==> images/power_grid.png <==
Pins as bars on the die edge. Tap cells in gray.
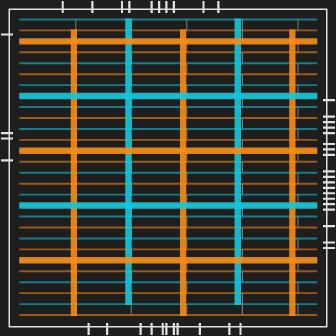
==> images/placement_by_type.png <==
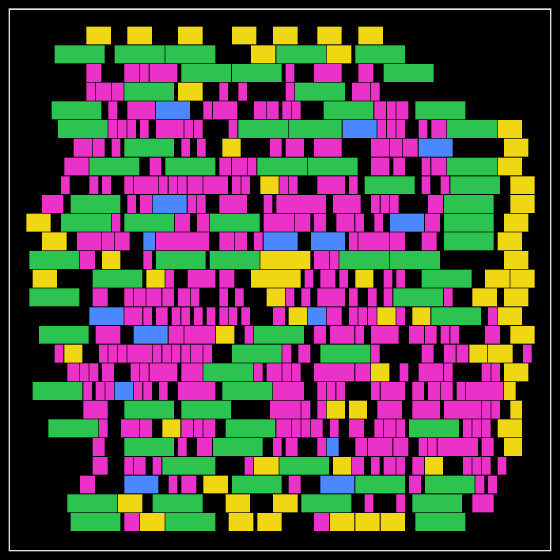
==> images/clk_routes.png <==
The bar under the picture is 20 um long.
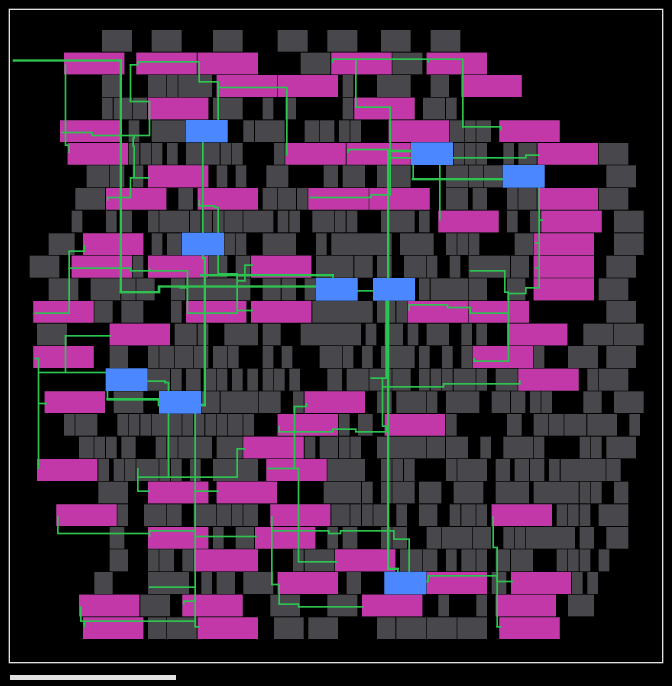
==> images/wires.png <==
The bar under the picture is 20 um long.
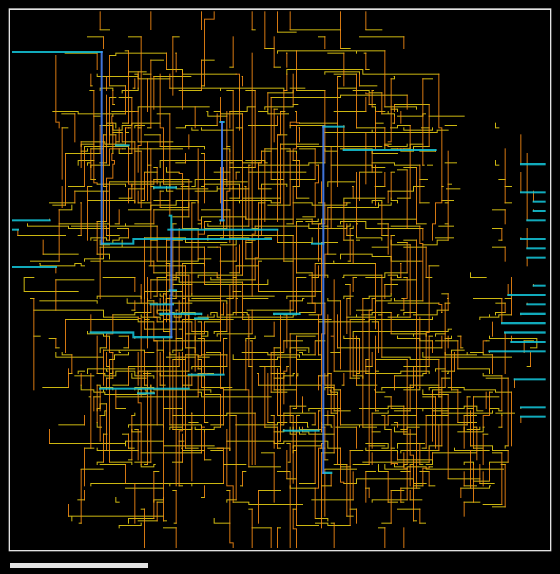
$ cat src/rtl/chip_ctrl_pkg.sv
// chip_ctrl_pkg: sequencer states, per-pass constants and counter width helper
package chip_ctrl_pkg;

  typedef enum logic [2:0] {
    IDLE,
    LOAD_K,
    LOAD_I,
    COMPUTE,
    OUT
  } ctrl_state_t;

  localparam int CH_PER_PASS    = 4;
  localparam int BEATS_PER_LOAD = 12;

  function automatic int cnt_width(input int n);
    return n > 1 ? $clog2(n) : 1;
  endfunction

endpackage

$ cat src/rtl/chip_ctrl_loop_counter.sv
// loop_counter: one loop-nest level counting 0..MAX-1, last flags chain the levels
module loop_counter import chip_ctrl_pkg::*; #(
  parameter int MAX = 4
) (
  input  logic                      clk,
  input  logic                      arst_n_in,
  input  logic                      inc,
  input  logic                      clr,
  output logic [cnt_width(MAX)-1:0] count,
  output logic                      last
);

  localparam int W = cnt_width(MAX);

  logic [W-1:0] count_q, count_d;

  assign last    = count_q == W'(MAX - 1);
  assign count   = count_q;
  assign count_d = clr ? '0 : inc ? (last ? '0 : count_q + 1'b1) : count_q;

  // wrap at MAX-1, clear has priority over increment
  always_ff @(posedge clk) begin
    if (!arst_n_in) count_q <= '0;
    else count_q <= count_d;
  end

endmodule

$ cat src/rtl/chip_ctrl.sv
// chip_ctrl: convolution loop-nest sequencer; CHIP_CTRL_PERF_CNT_EN adds a stall_cycles counter
module chip_ctrl import chip_ctrl_pkg::*; #(
  parameter int FEATURE_MAP_WIDTH  = 1024,
  parameter int FEATURE_MAP_HEIGHT = 1024,
  parameter int INPUT_NB_CHANNELS  = 64,
  parameter int OUTPUT_NB_CHANNELS = 64,
  parameter int MAC_LATENCY        = 2
) (
  input  logic                                      clk,
  input  logic                                      arst_n_in,
  input  logic                                      start,
  output logic                                      running,
  input  logic                                      con_1_valid,
  input  logic                                      con_2_valid,
  input  logic                                      con_3_valid,
  output logic                                      con_1_ready,
  output logic                                      con_2_ready,
  output logic                                      con_3_ready,
  output logic                                      driving_cons,
  output logic                                      ctrl_KDS_LE_select,
  output logic                                      ctrl_IDSS_LE_select,
  output logic                                      ctrl_IDSS_shift,
  output logic                                      ctrl_MAC_clear,
  output logic                                      ctrl_ODS_shift,
  output logic                                      ctrl_ODS_sel_out,
  output logic                                      output_valid,
  output logic [cnt_width(FEATURE_MAP_WIDTH)-1:0]   output_x,
  output logic [cnt_width(FEATURE_MAP_HEIGHT)-1:0]  output_y,
  output logic [cnt_width(OUTPUT_NB_CHANNELS)-1:0]  output_ch
`ifdef CHIP_CTRL_PERF_CNT_EN
  ,output logic [31:0]                              stall_cycles
`endif
);

  localparam int GROUPS = INPUT_NB_CHANNELS / CH_PER_PASS;
  localparam int XW     = cnt_width(FEATURE_MAP_WIDTH);
  localparam int YW     = cnt_width(FEATURE_MAP_HEIGHT);
  localparam int CHW    = cnt_width(OUTPUT_NB_CHANNELS);
  localparam int GW     = cnt_width(GROUPS);
  localparam int CW     = cnt_width(BEATS_PER_LOAD > MAC_LATENCY ? BEATS_PER_LOAD : MAC_LATENCY);

  ctrl_state_t state_q, state_d;
  logic [CW-1:0]  cnt_q, cnt_d;
  logic           running_q, ready_q, driving_q, mac_clear_q, ods_shift_q;
  logic [XW-1:0]  out_x_q, x_cnt;
  logic [YW-1:0]  out_y_q, y_cnt;
  logic [CHW-1:0] out_ch_q, ch_cnt;
  logic [GW-1:0]  grp_cnt;
  logic           grp_last, ch_last, x_last, y_last;
  logic           all_valid, beat, start_acc, k_done, i_done, c_done, in_out;

  assign all_valid = con_1_valid & con_2_valid & con_3_valid;
  assign beat      = all_valid & ready_q;
  assign start_acc = state_q == IDLE && start;
  assign k_done    = state_q == LOAD_K && beat && cnt_q == CW'(BEATS_PER_LOAD - 1);
  assign i_done    = state_q == LOAD_I && beat && cnt_q == CW'(BEATS_PER_LOAD - 1);
  assign c_done    = state_q == COMPUTE && cnt_q == CW'(MAC_LATENCY - 1);
  assign in_out    = state_q == OUT;

  assign running             = running_q;
  assign con_1_ready         = ready_q;
  assign con_2_ready         = ready_q;
  assign con_3_ready         = ready_q;
  assign driving_cons        = driving_q;
  assign ctrl_ODS_sel_out    = driving_q;
  assign output_valid        = driving_q;
  assign ctrl_MAC_clear      = mac_clear_q;
  assign ctrl_ODS_shift      = ods_shift_q;
  assign ctrl_KDS_LE_select  = beat && state_q == LOAD_K;
  assign ctrl_IDSS_LE_select = beat && state_q == LOAD_I;
  assign ctrl_IDSS_shift     = beat && state_q == LOAD_I;
  assign output_x            = out_x_q;
  assign output_y            = out_y_q;
  assign output_ch           = out_ch_q;

  loop_counter #(.MAX(GROUPS)) u_grp (
    .clk(clk), .arst_n_in(arst_n_in), .inc(c_done && !grp_last), .clr(start_acc || in_out),
    .count(grp_cnt), .last(grp_last)
  );

  loop_counter #(.MAX(OUTPUT_NB_CHANNELS)) u_ch (
    .clk(clk), .arst_n_in(arst_n_in), .inc(in_out), .clr(start_acc),
    .count(ch_cnt), .last(ch_last)
  );

  loop_counter #(.MAX(FEATURE_MAP_WIDTH)) u_x (
    .clk(clk), .arst_n_in(arst_n_in), .inc(in_out && ch_last), .clr(start_acc),
    .count(x_cnt), .last(x_last)
  );

  loop_counter #(.MAX(FEATURE_MAP_HEIGHT)) u_y (
    .clk(clk), .arst_n_in(arst_n_in), .inc(in_out && ch_last && x_last), .clr(start_acc),
    .count(y_cnt), .last(y_last)
  );

  // phase sequencing; every phase boundary is a state change, which restarts the phase counter
  always_comb begin
    state_d = state_q;
    unique case (state_q)
      IDLE:    state_d = start ? LOAD_K : IDLE;
      LOAD_K:  state_d = k_done ? LOAD_I : LOAD_K;
      LOAD_I:  state_d = i_done ? COMPUTE : LOAD_I;
      COMPUTE: state_d = c_done ? (grp_last ? OUT : LOAD_K) : COMPUTE;
      OUT:     state_d = ch_last && x_last && y_last ? IDLE : LOAD_K;
      default: state_d = IDLE;
    endcase
    cnt_d = state_d != state_q ? '0 : cnt_q + CW'(beat || state_q == COMPUTE);
  end

  // state and Moore outputs, all decoded from the next state so they line up with it
  always_ff @(posedge clk) begin
    if (!arst_n_in) begin
      state_q     <= IDLE;
      cnt_q       <= '0;
      running_q   <= 1'b0;
      ready_q     <= 1'b0;
      driving_q   <= 1'b0;
      mac_clear_q <= 1'b0;
      ods_shift_q <= 1'b0;
      out_x_q     <= '0;
      out_y_q     <= '0;
      out_ch_q    <= '0;
    end else begin
      state_q     <= state_d;
      cnt_q       <= cnt_d;
      running_q   <= state_d != IDLE;
      ready_q     <= state_d == LOAD_K || state_d == LOAD_I;
      driving_q   <= state_d == OUT;
      mac_clear_q <= state_d == COMPUTE && state_q == LOAD_I && grp_cnt == '0;
      ods_shift_q <= state_d == COMPUTE && cnt_d == CW'(MAC_LATENCY - 1) && grp_last;
      out_x_q     <= state_d == OUT ? x_cnt : '0;
      out_y_q     <= state_d == OUT ? y_cnt : '0;
      out_ch_q    <= state_d == OUT ? ch_cnt : '0;
    end
  end

`ifdef CHIP_CTRL_PERF_CNT_EN
  logic [31:0] stall_q;

  assign stall_cycles = stall_q;

  // saturating count of load cycles the chip was ready but upstream offered no full beat
  always_ff @(posedge clk) begin
    if (!arst_n_in || start_acc) stall_q <= '0;
    else if (ready_q && !all_valid && !(&stall_q)) stall_q <= stall_q + 32'd1;
  end
`endif

endmodule
$ cat config.mk
export PLATFORM = sky130hd
export DESIGN_NAME = chip_ctrl
export DESIGN_NICKNAME = d
export VERILOG_FILES = /design/src/rtl/chip_ctrl_pkg.sv /design/src/rtl/chip_ctrl_loop_counter.sv /design/src/rtl/chip_ctrl.sv
export SDC_FILE = /design/constraint.sdc
export NUM_CORES = 1
export LEC_CHECK = 0
export ABC_AREA = 1
export CORE_MARGIN = 2
export CORE_UTILIZATION = 54
export DETAILED_ROUTE_END_ITERATION = 8
export GPL_ROUTABILITY_DRIVEN = 1
export PLACE_DENSITY = 0.78
export RECOVER_POWER = 100
export SYNTH_ARGS = -nofsm -noshare
export SYNTH_HDL_FRONTEND = slang
export SYNTH_SLANG_ARGS = --single-unit
export TNS_END_PERCENT = 5
$ cat constraint.sdc
create_clock -name clk -period 1.9 [get_ports clk]
set_input_delay 0.38 -clock clk [delete_from_list [all_inputs] [get_ports clk]]
set_output_delay 0.38 -clock clk [all_outputs]
set_load 0.01 [all_outputs]
==> notes.md <==
Notes on the flow outputs.

- The tapcell count reads 72.
- The worst path arrival time reads around 1.5 ns.
- The overall chip area is slightly above 6000 um2.
- The met2 layer wire length in the routed design is slightly below 3000 um.
- The endpoint of the worst hold path is reported as u_x.count[0].
- The top cell class by occupied area reads sequential cells.
- The net switching power of the design reads between 0.0006 and 0.0007 W.
- Yosys attributes the largest share of cell area to sky130_fd_sc_hd__dfxtp_1, sky130_fd_sc_hd__inv_1, sky130_fd_sc_hd__nand2_1.
- The number of detailed-routing iterations run before antenna repair is 5.
- The met3 layer wire length in the routed design is ~220 um.
- The number of gates given a new drive strength after cts reads 4.
- In the per-layer breakdown of the detailed-route log, met1 shows 2630 um.
- The layout buffering overhead excluding clock cells reads 15.7%.
- The filler-free cell count of the finished design is 509.
- The x dimension of the die reads roughly 79 um.
- The simple logic cell fraction of the synthesized area is a little under a third.
- The final sequential cell count reads 68.
- The yosys synthesis warning count is 0.
- The clock sink count is between 60 and 70.
- A synthesized cell averages around 8.2 um2.
- The class of the worst hold path is reg -> reg.
- Yosys reported a register bit count of around 68.
- The number of instances in the synthesized netlist is between 300 and 400.
- The area of the core region reads between 5000 and 6000 um2.
- The areal power density over the cells is a little under 700 nW/um2.
- The clock group share of total power reads 40.7%.
- At the placement stage, the worst setup path has a slack of -0.283 ns.
- The adder and majority gate portion of the synthesized area is between 2 and 3%.
- The proportion of synthesized flip-flops having asynchronous set or reset is 0%.
- The endpoint class of the critical path reads an output port.
- The worst hold path stage count is 1.
- STA lists the startpoint of the worst register-to-register path as u_x.count[0].
- The synthesized-area fraction occupied by xor and xnor cells is less than 1%.
- CTS placed an instance of sky130_fd_sc_hd__clkbuf_8 at the clock tree root.
- The internal power of the cells reads about 0.0020 W.
- The biggest slice of the total power is consumed by sequential cells.
- The multi-input gate share of total cell area reads a little over a third.
- The count of endpoints failing setup in the final report reads 0.
- The critical path launch point type is an input port.
- The remaining number of nets flagged by the antenna check after routing is 0.
- For this run, global-route usage on met2 was measured as between 30% and 40%.
- The sequential cell area is roughly 1400 um2.
- The area fraction in compound gates reads 8.64%.
- The final count of pins violating max slew is 0.
- The net count after synthesis is around 380.
- The number of synthesized flops with an enable pin reads 0.
- The half-perimeter wire length after placement reads 4470 um.
- The static leakage reads around 1.5 nW.
- RePlAce ended its routability-driven mode at a weighted congestion of roughly 0.86.
- The signal on the critical path passes through clkdlybuf4s50_1, nand2_1, nor2_2, inv_2, nor2_1, clkdlybuf4s15_1.
- The inverter count of the layout excluding clock inverters reads approximately 65.
- In this run the layout overhead on the synthesized area is reported as 28.0%.
- The flow ran to the end, and the final reports show no timing, DRC or antenna violations.
- Hold is met by between 0.4 and 0.5 ns.
- Power attributed to the clock group is approximately 0.0011 W.
- The source-to-sink clock delay at the later pin of the worst-skew pair reads roughly 0.34 ns.
- The count of fill cells added during filler insertion reads 442.
- The total placed cells including tap cells reads 494.
- The final critical path time including I/O delays and setup is 1.84 ns.
- Combinational cells account for 4.5% of the total power.
- In the synthesized netlist the dominant register cell turns out to be sky130_fd_sc_hd__dfxtp_1.
- The deepest level of the CTS H-tree is 3.
- TritonCTS created 9 clock buffers.
- The TritonCTS clock tree reads built.
- Per STA, the highest per-stage delay on the worst path measures roughly 0.45 ns.
- The maximum clock frequency reads between 500 and 600 MHz.
- The wire length of the first global-routing pass reads ~10000 um.
- The maximum vdd ir drop is around 0.00065 V.
- Leaving out fill and tap cells, the most frequent cell in the layout is sky130_fd_sc_hd__dfxtp_1.
- The most frequent cell after synthesis is sky130_fd_sc_hd__dfxtp_1.
## Picture notes: power_grid.png
- VDD: cyan
- VSS: orange
- met1 rails: 28
- signal pins: 44
- rows: 27
- met5 straps: 5
- met4 straps: 5

## Picture notes: placement_by_type.png
- remaining buffers and delay cells: yellow (cells 64)
- sequential cells: green (cells 68)
- combinational and other logic: magenta (cells 290)
- clock drivers and dummy loads: blue (cells 15)

## Picture notes: clk_routes.png
- clock wires: green (length 820 um)
- clock drivers: blue (count 9)
- flip-flops: magenta (count 68)
- routed clock nets: 10

## Picture notes: wires.png
- metal 3: cyan (wire length 216 um)
- metal 1: yellow (wire length 2630 um)
- metal 4: blue (wire length 108 um)
- metal 2: orange (wire length 2930 um)

Power figures rest on the tool's default switching activity, not on a simulated workload.
